Fig. 1: run 1, cells by drive strength
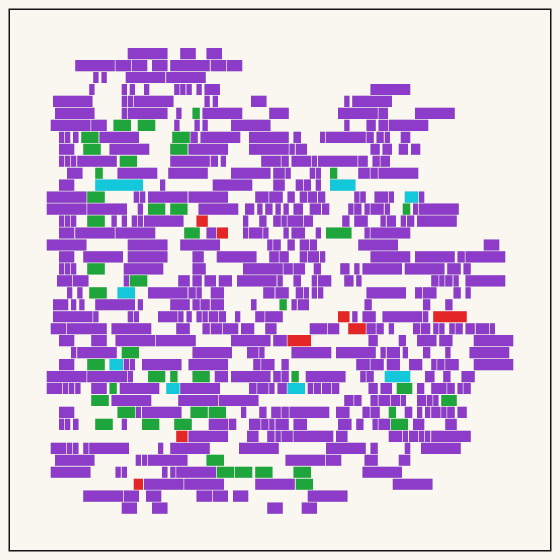
Fig. 2: run 1, signal wires by layer
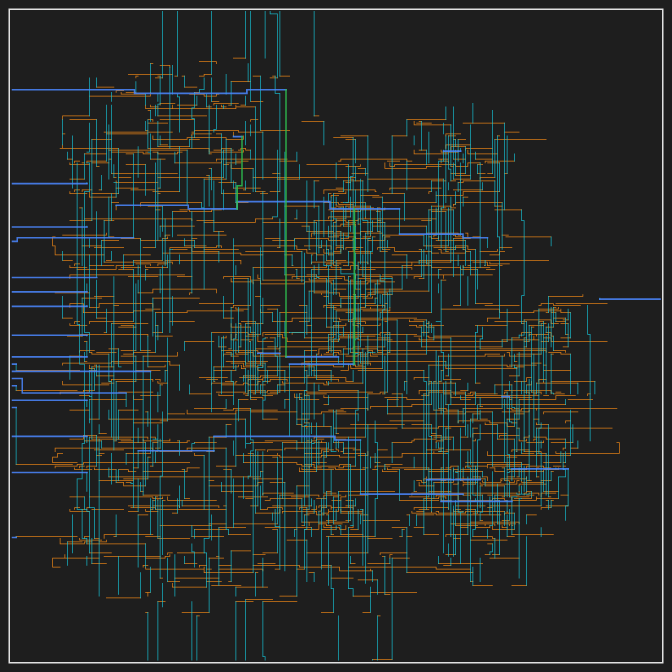
Fig. 3: run 1, port wiring
The bar under the picture is 20 µm long.
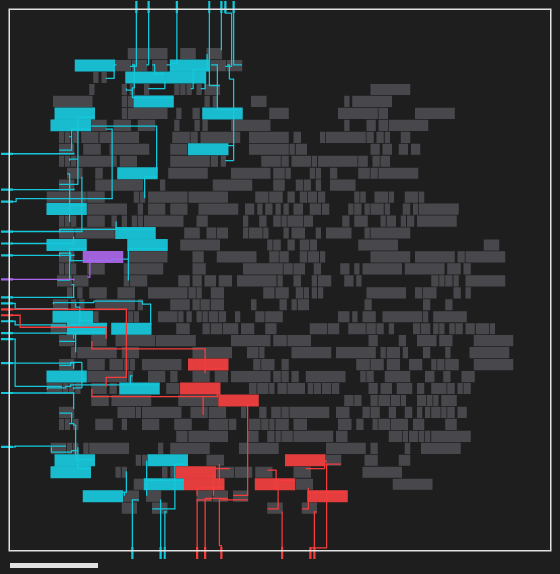
`config.mk`:
```
export PLATFORM = sky130hd
export DESIGN_NAME = ws2812_rx_decoder
export DESIGN_NICKNAME = d
export VERILOG_FILES = /design/src/rtl/ws2812_rx_decoder.sv
export SDC_FILE = /design/constraint.sdc
export NUM_CORES = 1
export LEC_CHECK = 0
export CAP_MARGIN = 20
export CORE_MARGIN = 8
export CORE_UTILIZATION = 45
export CTS_BUF_LIST = sky130_fd_sc_hd__clkbuf_2
export CTS_CLUSTER_DIAMETER = 50
export CTS_CLUSTER_SIZE = 24
export DETAILED_ROUTE_END_ITERATION = 10
export PLACE_DENSITY_LB_ADDON = 0.25
export SLEW_MARGIN = 20
export SYNTH_ARGS = -nofsm -noshare
export SYNTH_HDL_FRONTEND = slang
export SYNTH_SLANG_ARGS = --single-unit
export TNS_END_PERCENT = 100
```
`constraint.sdc`:
```
create_clock -name clk_in -period 6.88 [get_ports clk_in]
set_input_delay 1.376 -clock clk_in [delete_from_list [all_inputs] [get_ports clk_in]]
set_output_delay 1.376 -clock clk_in [all_outputs]
set_load 0.01 [all_outputs]
```
`src/rtl/ws2812_rx_decoder.sv`:
```
// WS2812 receive decoder: recovers 24-bit GRB words from the serial line, reports
// protocol errors and regenerates the downstream stream with the first word stripped.
module ws2812_rx_decoder #(
  parameter int unsigned THRESH_CYC   = 30,
  parameter int unsigned MIN_HIGH_CYC = 5,
  parameter int unsigned MAX_HIGH_CYC = 100,
  parameter int unsigned RESET_CYC    = 2500
) (
  input  logic        clk_in,
  input  logic        rst_in,
  input  logic        ws2812_in,
  output logic [23:0] grb_out,
  output logic        grb_out_valid,
  output logic [7:0]  word_idx_out,
  output logic        frame_err_out,
  output logic        ws2812_out
);

  localparam int unsigned CntW = 16;
  localparam logic [CntW-1:0] ThreshCyc  = CntW'(THRESH_CYC);
  localparam logic [CntW-1:0] MinHighCyc = CntW'(MIN_HIGH_CYC);
  localparam logic [CntW-1:0] MaxHighCyc = CntW'(MAX_HIGH_CYC);
  localparam logic [CntW-1:0] ResetCyc   = CntW'(RESET_CYC);

  typedef enum logic [1:0] {StSync, StIdle, StHigh, StLow} state_e;

  logic [1:0]      sync_q;
  logic            s;
  logic            s_d_q;
  logic            rise;
  logic            fall;

  state_e          state_q;
  state_e          prev_state_q;
  logic [CntW-1:0] high_cnt_q;
  logic [CntW-1:0] low_cnt_q;
  logic [CntW-1:0] low_cnt_inc;
  logic [4:0]      bit_cnt_q;
  logic [22:0]     shift_q;
  logic [7:0]      word_idx_q;
  logic            fwd_q;
  logic            bit_val;

  logic [23:0]     grb_q;
  logic            valid_q;
  logic [7:0]      idx_out_q;
  logic            err_q;
  logic            ws_out_q;

  // Two-flop synchronizer plus one-cycle delayed copy for edge detection.
  always_ff @(posedge clk_in or posedge rst_in) begin
    if (rst_in) begin
      sync_q <= 2'b00;
      s_d_q  <= 1'b0;
    end else begin
      sync_q <= {sync_q[0], ws2812_in};
      s_d_q  <= sync_q[1];
    end
  end

  // Edge detects and decoded bit value for the pulse that is ending.
  always_comb begin
    s           = sync_q[1];
    rise        = s & ~s_d_q;
    fall        = ~s & s_d_q;
    bit_val     = (high_cnt_q >= ThreshCyc);
    low_cnt_inc = low_cnt_q + 1'b1;
  end

  // Decoder FSM with registered outputs.
  always_ff @(posedge clk_in or posedge rst_in) begin
    if (rst_in) begin
      state_q      <= StSync;
      prev_state_q <= StIdle;
      high_cnt_q   <= '0;
      low_cnt_q    <= '0;
      bit_cnt_q    <= '0;
      shift_q      <= '0;
      word_idx_q   <= '0;
      fwd_q        <= 1'b0;
      grb_q        <= '0;
      valid_q      <= 1'b0;
      idx_out_q    <= '0;
      err_q        <= 1'b0;
      ws_out_q     <= 1'b0;
    end else begin
      valid_q  <= 1'b0;
      err_q    <= 1'b0;
      ws_out_q <= fwd_q & s;
      case (state_q)
        StSync: begin
          if (s) begin
            low_cnt_q <= '0;
          end else if (low_cnt_inc == ResetCyc) begin
            state_q    <= StIdle;
            low_cnt_q  <= '0;
            bit_cnt_q  <= '0;
            word_idx_q <= '0;
          end else begin
            low_cnt_q <= low_cnt_inc;
          end
        end
        StIdle: begin
          if (rise) begin
            high_cnt_q   <= '0;
            prev_state_q <= StIdle;
            state_q      <= StHigh;
          end
        end
        StHigh: begin
          if (high_cnt_q > MaxHighCyc) begin
            // Line stuck high: abandon the frame and resynchronise.
            err_q     <= 1'b1;
            bit_cnt_q <= '0;
            low_cnt_q <= '0;
            fwd_q     <= 1'b0;
            state_q   <= StSync;
          end else if (fall) begin
            if (high_cnt_q < MinHighCyc) begin
              state_q <= prev_state_q;
            end else begin
              low_cnt_q <= '0;
              state_q   <= StLow;
              if (bit_cnt_q == 5'd23) begin
                grb_q     <= {shift_q, bit_val};
                valid_q   <= 1'b1;
                idx_out_q <= word_idx_q;
                bit_cnt_q <= '0;
                fwd_q     <= 1'b1;
                if (word_idx_q != 8'hFF) begin
                  word_idx_q <= word_idx_q + 1'b1;
                end
              end else begin
                shift_q   <= {shift_q[21:0], bit_val};
                bit_cnt_q <= bit_cnt_q + 1'b1;
              end
            end
          end else if (high_cnt_q != {CntW{1'b1}}) begin
            high_cnt_q <= high_cnt_q + 1'b1;
          end
        end
        StLow: begin
          if (rise) begin
            high_cnt_q   <= '0;
            prev_state_q <= StLow;
            state_q      <= StHigh;
          end else if (low_cnt_inc == ResetCyc) begin
            // Frame gap: a partially received word is an error.
            if (bit_cnt_q != '0) begin
              err_q <= 1'b1;
            end
            bit_cnt_q  <= '0;
            word_idx_q <= '0;
            fwd_q      <= 1'b0;
            low_cnt_q  <= '0;
            state_q    <= StIdle;
          end else begin
            low_cnt_q <= low_cnt_inc;
          end
        end
        default: state_q <= StSync;
      endcase
    end
  end

  assign grb_out       = grb_q;
  assign grb_out_valid = valid_q;
  assign word_idx_out  = idx_out_q;
  assign frame_err_out = err_q;
  assign ws2812_out    = ws_out_q;

endmodule

```
==> results_slide.txt, run 1 <==
Synthesis and Place & Route Summary

Finish
  • Commonest Layout Cell: dfrtp_1
  • Number of antenna diodes: 0
  • Fill cells: 1,026
  • Bufs w/o clock: 42
  • Final #Nets: 551
  • Largest class: flip-flops and latches
  • Final non-filler cell area: 5787 µm²
  • Area growth, synth to finish: 12.75%
  • Non-CTS inverters: 15
  • Layout cells sized above 1: 0.1117
  • Seq/total area: 0.4757

Pwr
  • Sequential power: 0.000655 W
  • Sequential power share: 0.642
  • Sw Share: 0.2595
  • Comb power: 0.0000251 W
  • Cell Int Power: 0.0007553 W
  • Comb power frac: 0.025
  • Leak: 2.712 nW

Min path
  • Hold path start: sync_q[0]$_DFF_PP0_

Critical path
  • Worst-path cell with the longest stage delay: clkdlybuf4s50_1
  • Start point of the critical path: word_idx_out[0]$_DFFE_PP0P_
  • CP Depth: 1
  • Critical path class: register to output port
  • CP max FO: 2
  • Worst EP required: 5.50 ns

Place
  • Placed Area: 5630 µm²
  • Post-Place Cells: 672
  • Setup WS pre-CTS: 3.634 ns
  • Final Wtd Congestion: 0.8543

Synthesis
  • Synthesis warning total: 0
  • Syn Area/Cell: 10.08 µm²
  • Synth Flop Type: dfrtp_1
  • Synth Register Bits: 110
  • Synth area leader: dfrtp_1
  • Syn nets: 519
  • Post-synth EDFFs: 0
  • Most frequent cell after synthesis: dfrtp_1
  • Yosys cell types: 53
  • Synthesized instance count: 509

STA
  • Post-layout period usage: 0.4427
  • Slew headroom: 0.4348
  • Unrepaired setup endpoints after global routing: false
  • Final hold violation count: 0
  • Setup violations, final: 0

Die
  • Die Wd: 122.8 µm
  • Fp_density: 0.4553
  • I/O Pins: 38
  • Die ar.: 15,080 µm²
  • N_taps: 143

GRT
  • Met1 GRT Util: 0.2034
  • Busiest grt layer: met2
  • Initial antenna violation count: 0
  • Met2 Usage GRT: 0.2345
  • Vias in the first global route: 3,758

Routing
  • Vias: 3,804
  • Vias per inst: 5.521
  • Final ANT Viol Nets: 0
  • DRT iter0 DRCs: 278

Outcome
  • Outcome: finished clean

CTS
  • H-tree depth: 3
  • Later-pin clock latency in the skew report: 0.64 ns
  • CTS Buf Count: 9
  • Reg clk slew, reported paths: 0.32 ns

Job
  • Max_cap viols: 0
Notes on Fig. 1 above:
| size | color | cells | share |
|---|---|---|---|
| drive 2 | green | 45 | 8.2% |
| drive 3 to 4 | red | 8 | 1.5% |
| drive 6 and up | cyan | 8 | 1.5% |
| drive 1 or less | purple | 485 | 89% |

Notes on Fig. 2 above:
| layer | color | wire length |
|---|---|---|
| met4 | green | 94.1 µm |
| met2 | cyan | 4,950 µm |
| met1 | orange | 5,170 µm |
| met3 | blue | 485 µm |

Notes on Fig. 3 above:
| port | color | direction | end cells | buffers | wire |
|---|---|---|---|---|---|
| word_idx_out | red | output | 8 | 8 | 327 µm |
| grb_out | cyan | output | 24 | 24 | 810 µm |
| ws2812_in | purple | input | 1 | 1 | 19.1 µm |

run 1: sequential cells by signal, indices dropped and copies added, names as in the netlist, 2 cells and up:
register and flops:
low_cnt_q 16, high_cnt_q 16, word_idx_out 8, shift_q 23
sync_q 2, grb_out 24, state_q 2, bit_cnt_q 5
word_idx_q 8
run 1: cell families (layout without fill, tap and decap cells):
family          Yosys count  in the layout  share of synthesized area
compound gates           94             94                     0.1290
buf+inv                  36             73                    0.02828
flops                   110            110                     0.5363
simple gates            220            220                     0.2016
fa+ha+maj                 7              7                    0.01706
xor+xnor                  8              8                    0.01365
mux                      34             34                    0.07411
Fig. 4: run 1, placed standard cells
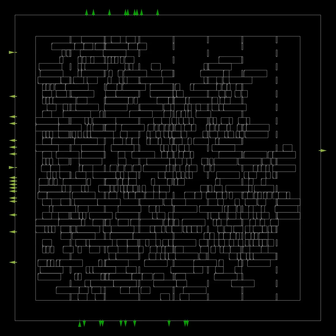

==> inputs of run 2 (changes only) <==
==> constraint.sdc (replaced) <==
create_clock -name clk_in -period 2.5 [get_ports clk_in]
set_input_delay 0.5 -clock clk_in [delete_from_list [all_inputs] [get_ports clk_in]]
set_output_delay 0.5 -clock clk_in [all_outputs]
set_load 0.01 [all_outputs]
Fig. 5: run 2, placed standard cells
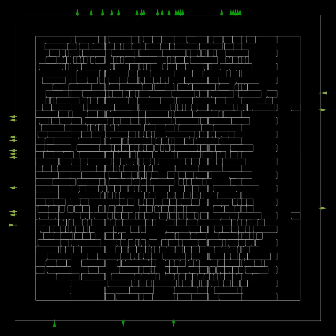
Fill cells: 972
Core Footprint: 11,270 µm²
Std-Cell Rows: 39

Fig. 6: run 2, port wiring
The bar under the picture is 20 µm long.
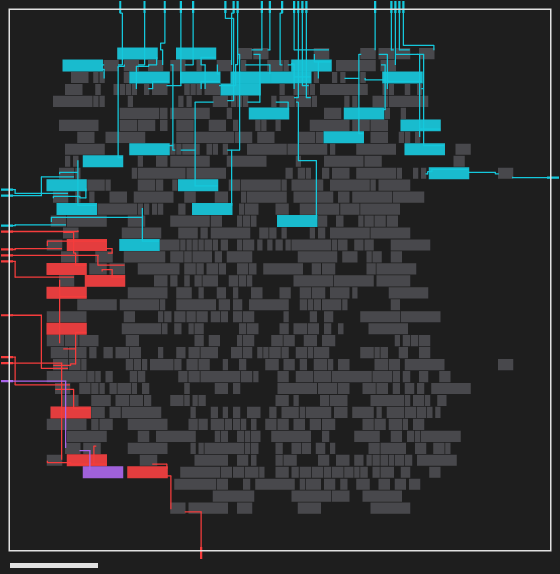
| port | color | direction | end cells | buffers | wire |
|---|---|---|---|---|---|
| word_idx_out | red | output | 8 | 8 | 280 µm |
| grb_out | cyan | output | 24 | 24 | 777 µm |
| ws2812_in | purple | input | 1 | 1 | 34.0 µm |

==> run 2 against run 1 <==
  * Worst setup slack worse by 3.8 ns
  * First-iteration DRC count grew 7.9%
  * Largest cell class unchanged
  * Core utilization increased by 4.5 points
  * Critical endpoint is now word_idx_q[2]$_DFFE_PP0P_
  * Clock power increased to 2.8 times the previous value
  * Power grew to 2.8 times the previous value
  * Area after synthesis stayed put
==> results_slide.txt, run 2 <==
Synthesis and Place & Route Summary

Outcome
  • Outcome: finished clean (unchanged)

Synthesis
  • Synthesis warning total: 0 (unchanged)
  • Share of flip-flops with an asynchronous set or reset: 1.000 (unchanged)
  • Yosys cell types: 53 (unchanged)
  • Syn Area/Cell: 10.08 µm² (unchanged)
  • Top cell area share: 0.5363 (unchanged)
  • Synth area leader: dfrtp_1 (unchanged)
  • Main area contributors after synthesis: dfrtp_1 (54%), nand2_1 (7.7%), mux2_2 (7.0%) (unchanged)
  • Post-synth EDFFs: 0 (unchanged)
  • Post-Syn Area: 5132 µm² (unchanged)
  • Chip Area, Yosys: 5132 µm² (unchanged)
  • Synth Flop Type: dfrtp_1 (unchanged)
  • Synth Seq Share: 0.5363 (unchanged)
  • Most frequent cell after synthesis: dfrtp_1 (unchanged)
  • Synthesized instance count: 509 (unchanged)
  • Syn nets: 519 (unchanged)
  • Synth Register Bits: 110 (unchanged)

Finish
  • Final non-filler cell area: 6289 µm² (was 5787 µm²)
  • Max reg flops: 24 (unchanged)
  • Top Layout Cells: dfrtp_1 (106), nand2_1 (104), buf_4 (49) (was dfrtp_1 (110), nand2_1 (105), clkdlybuf4s50_1 (37))
  • Final non-filler cell total: 737 (was 689)
  • Number of antenna diodes: 1 (was 0)
  • Non-CTS inverters: 15 (unchanged)
  • Largest class: flip-flops and latches (unchanged)
  • Post-layout util: 0.5579 (was 0.5134)
  • Area growth, synth to finish: 22.53% (was 12.75%)
  • Bufs w/o clock: 89 (was 42)
  • Commonest Layout Cell: dfrtp_1 (unchanged)
  • Layout clock buffers: 9 (unchanged)
  • Seq/total area: 0.4385 (was 0.4757)
  • Final #Nets: 598 (was 551)
  • #MultiIn Comb: 363 (unchanged)
  • Clock buf/inv share: 0.02368 (was 0.02508)
  • Logic share of the area: 0.3725 (was 0.3870)
  • Layout cells sized above 1: 0.2159 (was 0.1117)
  • Storage cell area: 2758 µm² (was 2753 µm²)

CTS
  • Clock root buffer: clkbuf_2 (unchanged)
  • Later-pin clock latency in the skew report: 0.58 ns (was 0.64 ns)
  • CTS resizes: 0 (unchanged)
  • Reg clk slew, reported paths: 0.31 ns (was 0.32 ns)
  • H-tree depth: 3 (unchanged)
  • CTS Buf Count: 9 (unchanged)
  • Clock tree from TritonCTS: yes (unchanged)
  • Setup bufs post-CTS: 3 (was 0)

Routing
  • Met3 wire length: 546 µm (was 484 µm)
  • Met2 WL: 5627 µm (was 4946 µm)
  • DRT iter0 DRCs: 300 (was 278)
  • Vias: 4,067 (was 3,804)
  • Vias per inst: 5.518 (was 5.521)
  • Met1 wire length: 5379 µm (was 5166 µm)
  • First-pass DRT Iterations: 5 (was 4)
  • DRC viols: 0 (unchanged)
  • Final ANT Viol Nets: 0 (unchanged)
  • Top layer in use: met4 (unchanged)

STA
  • Slew headroom: 0.6375 (was 0.4348)
  • Fin. max-slew vios: 0 (unchanged)
  • Final hold slack: 0.2499 ns (was 0.3931 ns)
  • Worst-margin pin slew: 0.5426 ns (was 0.8386 ns)
  • Fmax: 408.8 MHz
  • Final hold violation count: 0 (unchanged)
  • Post-layout period usage: 0.9784
  • Setup violations, final: 0 (unchanged)
  • Clock Skews: 0.03520 ns (was 0.03233 ns)
  • Final Critical Period: 2.446 ns
  • Setup ws final: 0.05392 ns (was 3.834 ns)

Die
  • I/O Pins: 38 (unchanged)
  • Die Wd: 122.8 µm (unchanged)
  • Die Height: 122.8 µm (unchanged)
  • Die ar.: 15,080 µm² (unchanged)
  • N_taps: 143 (unchanged)
  • Fp_density: 0.4553 (unchanged)

Critical path
  • Worst-path cell with the longest stage delay: or4_4 (was clkdlybuf4s50_1)
  • CP peak stage delay: 0.58 ns (about the same)
  • Worst EP required: 2.97 ns (was 5.50 ns)
  • CP max FO: 8 (was 2)
  • FF-to-FF End: word_idx_q[2]$_DFFE_PP0P_ (was low_cnt_q[8]$_DFFE_PP0P_)
  • Start point of the critical path: low_cnt_q[6]$_DFFE_PP0P_ (was word_idx_out[0]$_DFFE_PP0P_)
  • Critical path cell sequence: nand4_4 > or4_4 > xor2_2 > o2111ai_1 > or3_4 > a21o_4 > a211o_1 (was clkdlybuf4s50_1)
  • Startpoint Class: register (unchanged)
  • R2R Path Start: low_cnt_q[6]$_DFFE_PP0P_ (was high_cnt_q[11]$_DFFE_PP0P_)
  • CP endpoint: word_idx_q[2]$_DFFE_PP0P_ (was word_idx_out[0])
  • Flop-to-flop setup slack: 0.05 ns (was 3.85 ns)
  • Critical path class: register to register (was register to output port)
  • CP Data Arrival Time: 2.92 ns (was 1.67 ns)
  • Buf/Inv on CP: 0 (was 1)
  • CP Depth: 7 (was 1)
  • CP endpoint kind: register (was output port)

GRT
  • GRT Resource Usage Total: 0.1607 (was 0.1535)
  • Met2 Usage GRT: 0.2491 (was 0.2345)
  • Pin count of the biggest net entering global routing: 50 (was 62)
  • Vias in the first global route: 3,916 (was 3,758)
  • Busiest grt layer: met2 (unchanged)
  • Initial antenna violation count: 1 (was 0)
  • Met1 GRT Util: 0.2237 (was 0.2034)

Job
  • Max_cap viols: 0 (unchanged)

Place
  • Placed Area: 5983 µm² (was 5630 µm²)
  • Final Wtd Congestion: 0.8793 (was 0.8543)
  • Setup WS pre-CTS: 0.002084 ns (was 3.634 ns)
  • Post-Place Cells: 713 (was 672)

Pwr
  • Total power: 0.002844 W (was 0.001020 W)
  • Leak: 3.030 nW (was 2.712 nW)
Fig. 7: run 2, cells by drive strength
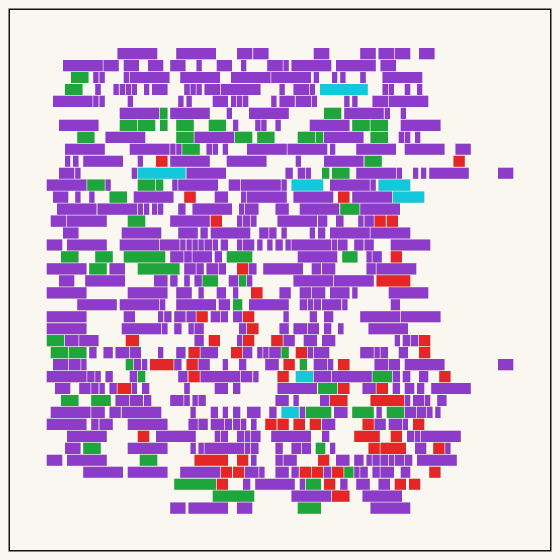
| size | color | cells | share |
|---|---|---|---|
| drive 2 | green | 60 | 10% |
| drive 1 or less | purple | 465 | 78% |
| drive 3 to 4 | red | 61 | 10% |
| drive 6 and up | cyan | 7 | 1.2% |

run 2: cell types whose count changed in the layout (fill, tap and decap cells not counted), sizes merged:
cell,delta
buf,+47
inv,-3
clkinvlp,+2
bufinv,+1
diode,+1
run 2: power breakdown:
part / internal, W / switching [W] / total [W]
Combinational: 0.0000308 / 0.0000643 / 0.0000951
Clock: 0.000346 / 0.000605 / 0.000951
Sequential: 0.00179 / 0.00000656 / 0.00180
run 2: logic make-up after synthesis:
group	synth area share
adders and majority gates	0.01706
AOI/OAI and AO/OA	0.1290
and+or+nand+nor	0.2016
muxes	0.07411
xor gates and xnor gates	0.01365
buffers and inverters	0.02828
DFF	0.5363
Fig. 8: run 2, signal wires by layer
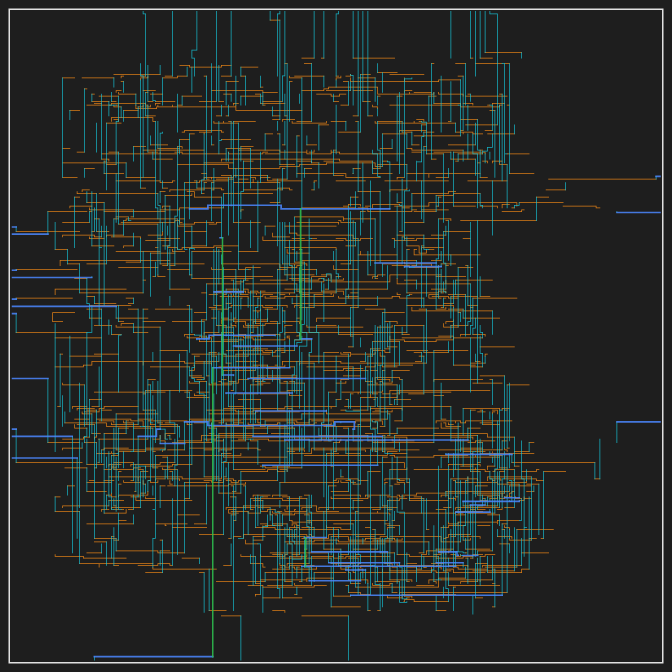

==> inputs of run 3 (changes only) <==
--- a/config.mk
+++ b/config.mk
@@ -8,7 +8,7 @@
 export CAP_MARGIN = 20
 export CORE_MARGIN = 8
 export CORE_UTILIZATION = 45
-export CTS_BUF_LIST = sky130_fd_sc_hd__clkbuf_2
+export CTS_BUF_LIST = sky130_fd_sc_hd__clkbuf_4
 export CTS_CLUSTER_DIAMETER = 50
 export CTS_CLUSTER_SIZE = 24
 export DETAILED_ROUTE_END_ITERATION = 10
Fig. 9: run 3, signal wires by layer
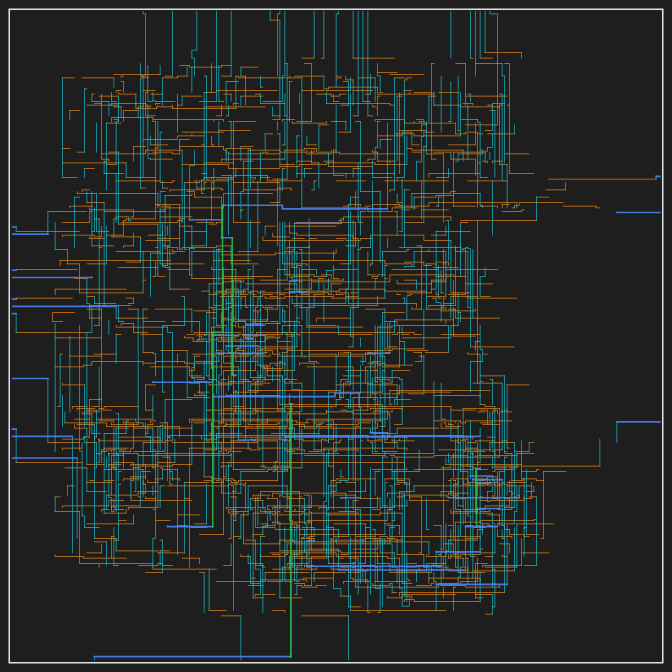
| layer | color | wire length |
|---|---|---|
| met1 | orange | 5,440 µm |
| met2 | cyan | 5,540 µm |
| met3 | blue | 423 µm |
| met4 | green | 147 µm |

Fig. 10: run 3, placed standard cells
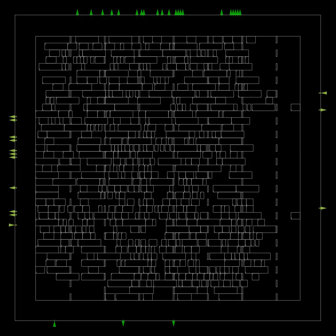
n_taps: 143
post-layout util: 0.5553
Seq/total area: 0.4405
final non-filler cell total: 731
Fill cells: 976

Fig. 11: run 3, cells by drive strength
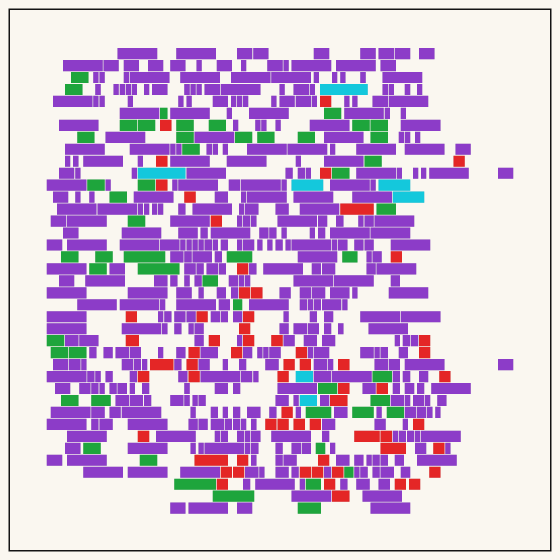
| size | color | cells | share |
|---|---|---|---|
| drive 6 and up | cyan | 7 | 1.2% |
| drive 1 or less | purple | 466 | 79% |
| drive 2 | green | 52 | 8.8% |
| drive 3 to 4 | red | 63 | 11% |

==> run 3 against run 2 <==
  * Final area down 0.46%
  * Count of clock-buffer cells in the layout unchanged
  * Core utilization down 0.26 points
  * Global-route usage about the same
==> results_slide.txt, run 3 <==
Synthesis and Place & Route Summary

STA
  • Final hold violation count: 0 (unchanged)
  • Final hold slack: 0.3803 ns (was 0.2499 ns)
  • Setup ws final: 0.07029 ns (was 0.05392 ns)
  • Slew headroom: 0.6361 (was 0.6375)
  • Clock Skews: 0.02303 ns (was 0.03520 ns)
  • Setup violations, final: 0 (unchanged)
  • Final Critical Period: 2.430 ns (was 2.446 ns)
  • Worst-margin pin slew: 0.5448 ns (was 0.5426 ns)
  • Fin. max-slew vios: 0 (unchanged)
  • Post-layout period usage: 0.9719 (was 0.9784)

Synthesis
  • Synth Flop Type: dfrtp_1 (unchanged)
  • Post-synth EDFFs: 0 (unchanged)
  • Most frequent cell after synthesis: dfrtp_1 (unchanged)
  • Synthesized instance count: 509 (unchanged)
  • Synth area leader: dfrtp_1 (unchanged)
  • Top cell area share: 0.5363 (unchanged)
  • Synth Register Bits: 110 (unchanged)
  • Yosys cell types: 53 (unchanged)
  • Post-Syn Area: 5132 µm² (unchanged)
  • Main area contributors after synthesis: dfrtp_1 (54%), nand2_1 (7.7%), mux2_2 (7.0%) (unchanged)
  • Share of flip-flops with an asynchronous set or reset: 1.000 (unchanged)
  • Syn Area/Cell: 10.08 µm² (unchanged)
  • Syn nets: 519 (unchanged)
  • Synth Seq Share: 0.5363 (unchanged)

Pwr
  • Sequential power: 0.00179 W (was 0.00180 W)
  • Psw: 0.0006770 W (was 0.0006756 W)
  • Pwr top: sequential cells (unchanged)
  • Sw Share: 0.2323 (was 0.2376)
  • Cell Int Power: 0.002237 W (was 0.002168 W)
  • Sequential power share: 0.615 (was 0.632)
  • Power Clock: 0.00103 W (was 0.000951 W)
  • Clock power frac: 0.352 (was 0.334)
  • Comb power frac: 0.033 (about the same)

Finish
  • Max reg flops: 24 (unchanged)
  • Largest class: flip-flops and latches (unchanged)
  • Final #Nets: 593 (was 598)
  • Final non-filler cell area: 6260 µm² (was 6289 µm²)
  • Layout clock buffers: 9 (unchanged)
  • #MultiIn Comb: 363 (unchanged)
  • Logic share of the area: 0.3724 (was 0.3725)
  • Non-CTS inverters: 15 (unchanged)
  • Clock buf/inv share: 0.02738 (was 0.02368)
  • Storage cell area: 2758 µm² (unchanged)
  • Bufs w/o clock: 84 (was 89)
  • Commonest Layout Cell: dfrtp_1 (unchanged)
  • Area growth, synth to finish: 21.96% (was 22.53%)

Routing
  • Met3 wire length: 423 µm (was 546 µm)
  • Met1 wire length: 5444 µm (was 5379 µm)
  • Met2 WL: 5544 µm (was 5627 µm)
  • DR WL/cell: 15.81 µm (was 15.82 µm)
  • DRT iter0 DRCs: 298 (was 300)
  • Final ANT Viol Nets: 0 (unchanged)
  • Vias per inst: 5.558 (was 5.518)
  • Vias: 4,063 (was 4,067)
  • Top layer in use: met4 (unchanged)
  • First-pass DRT Iterations: 4 (was 5)

Die
  • Die Height: 122.8 µm (unchanged)
  • Fp_density: 0.4553 (unchanged)
  • Core Footprint: 11,270 µm² (unchanged)
  • Die Wd: 122.8 µm (unchanged)
  • Std-Cell Rows: 39 (unchanged)
  • Die ar.: 15,080 µm² (unchanged)

Critical path
  • Flop-to-flop setup slack: 0.07 ns (was 0.05 ns)
  • R2R Path Start: low_cnt_q[6]$_DFFE_PP0P_ (unchanged)
  • CP max FO: 8 (unchanged)
  • CP peak stage delay: 0.58 ns (about the same)
  • Critical path class: register to register (unchanged)
  • Startpoint Class: register (unchanged)
  • CP Depth: 7 (unchanged)
  • Critical path cell sequence: nand4_4 > or4_4 > xor2_2 > o2111ai_1 > or3_4 > a21o_4 > a211o_1 (unchanged)
  • FF-to-FF End: word_idx_q[2]$_DFFE_PP0P_ (unchanged)
  • Worst-path cell with the longest stage delay: or4_4 (unchanged)
  • CP endpoint kind: register (unchanged)
  • CP endpoint: word_idx_q[2]$_DFFE_PP0P_ (unchanged)
  • CP Data Arrival Time: 2.78 ns (was 2.92 ns)
  • Worst EP required: 2.85 ns (was 2.97 ns)
  • Start point of the critical path: low_cnt_q[6]$_DFFE_PP0P_ (unchanged)
  • Buf/Inv on CP: 0 (unchanged)

GRT
  • Vias in the first global route: 3,899 (was 3,916)
  • Initial antenna violation count: 0 (was 1)

Place
  • Post-Place Cells: 713 (unchanged)
  • Placed Area: 5983 µm² (unchanged)
  • Setup WS pre-CTS: 0.002084 ns (unchanged)
  • Final Wtd Congestion: 0.8793 (unchanged)

CTS
  • H-tree depth: 3 (unchanged)
  • Setup bufs post-CTS: 0 (was 3)
  • Reg clk slew, reported paths: 0.16 ns (was 0.31 ns)
  • CTS Buf Count: 9 (unchanged)
  • Later-pin clock latency in the skew report: 0.47 ns (was 0.58 ns)
  • Clock root buffer: clkbuf_4 (was clkbuf_2)

Outcome
  • Outcome: finished clean (unchanged)

Job
  • Max_cap viols: 0 (unchanged)

Min path
  • Hold path start: sync_q[0]$_DFF_PP0_
==> run 3: layer usage <==
| metal | vias to the layer above | track usage |
|---|---|---|
| met5 | - | 0 |
| met4 | 0 | 0.05484 |
| met3 | 11 | 0.03312 |
| met2 | 79 | 0.2477 |
| met1 | 2027 | 0.2222 |
| li1 | 1946 | - |
==> run 3: cells by family after synthesis <==
| family | Yosys count | share of synthesized area |
|---|---|---|
| multiplexers | 34 | 0.07411 |
| buffers and inverters | 36 | 0.02828 |
| adder cells (fa/ha/maj) | 7 | 0.01706 |
| AND-OR/OR-AND | 94 | 0.1290 |
| XOR/XNOR | 8 | 0.01365 |
| AND/OR/NAND/NOR | 220 | 0.2016 |
| flip-flops | 110 | 0.5363 |
Power figures rest on the tool's default switching activity, not on a simulated workload.
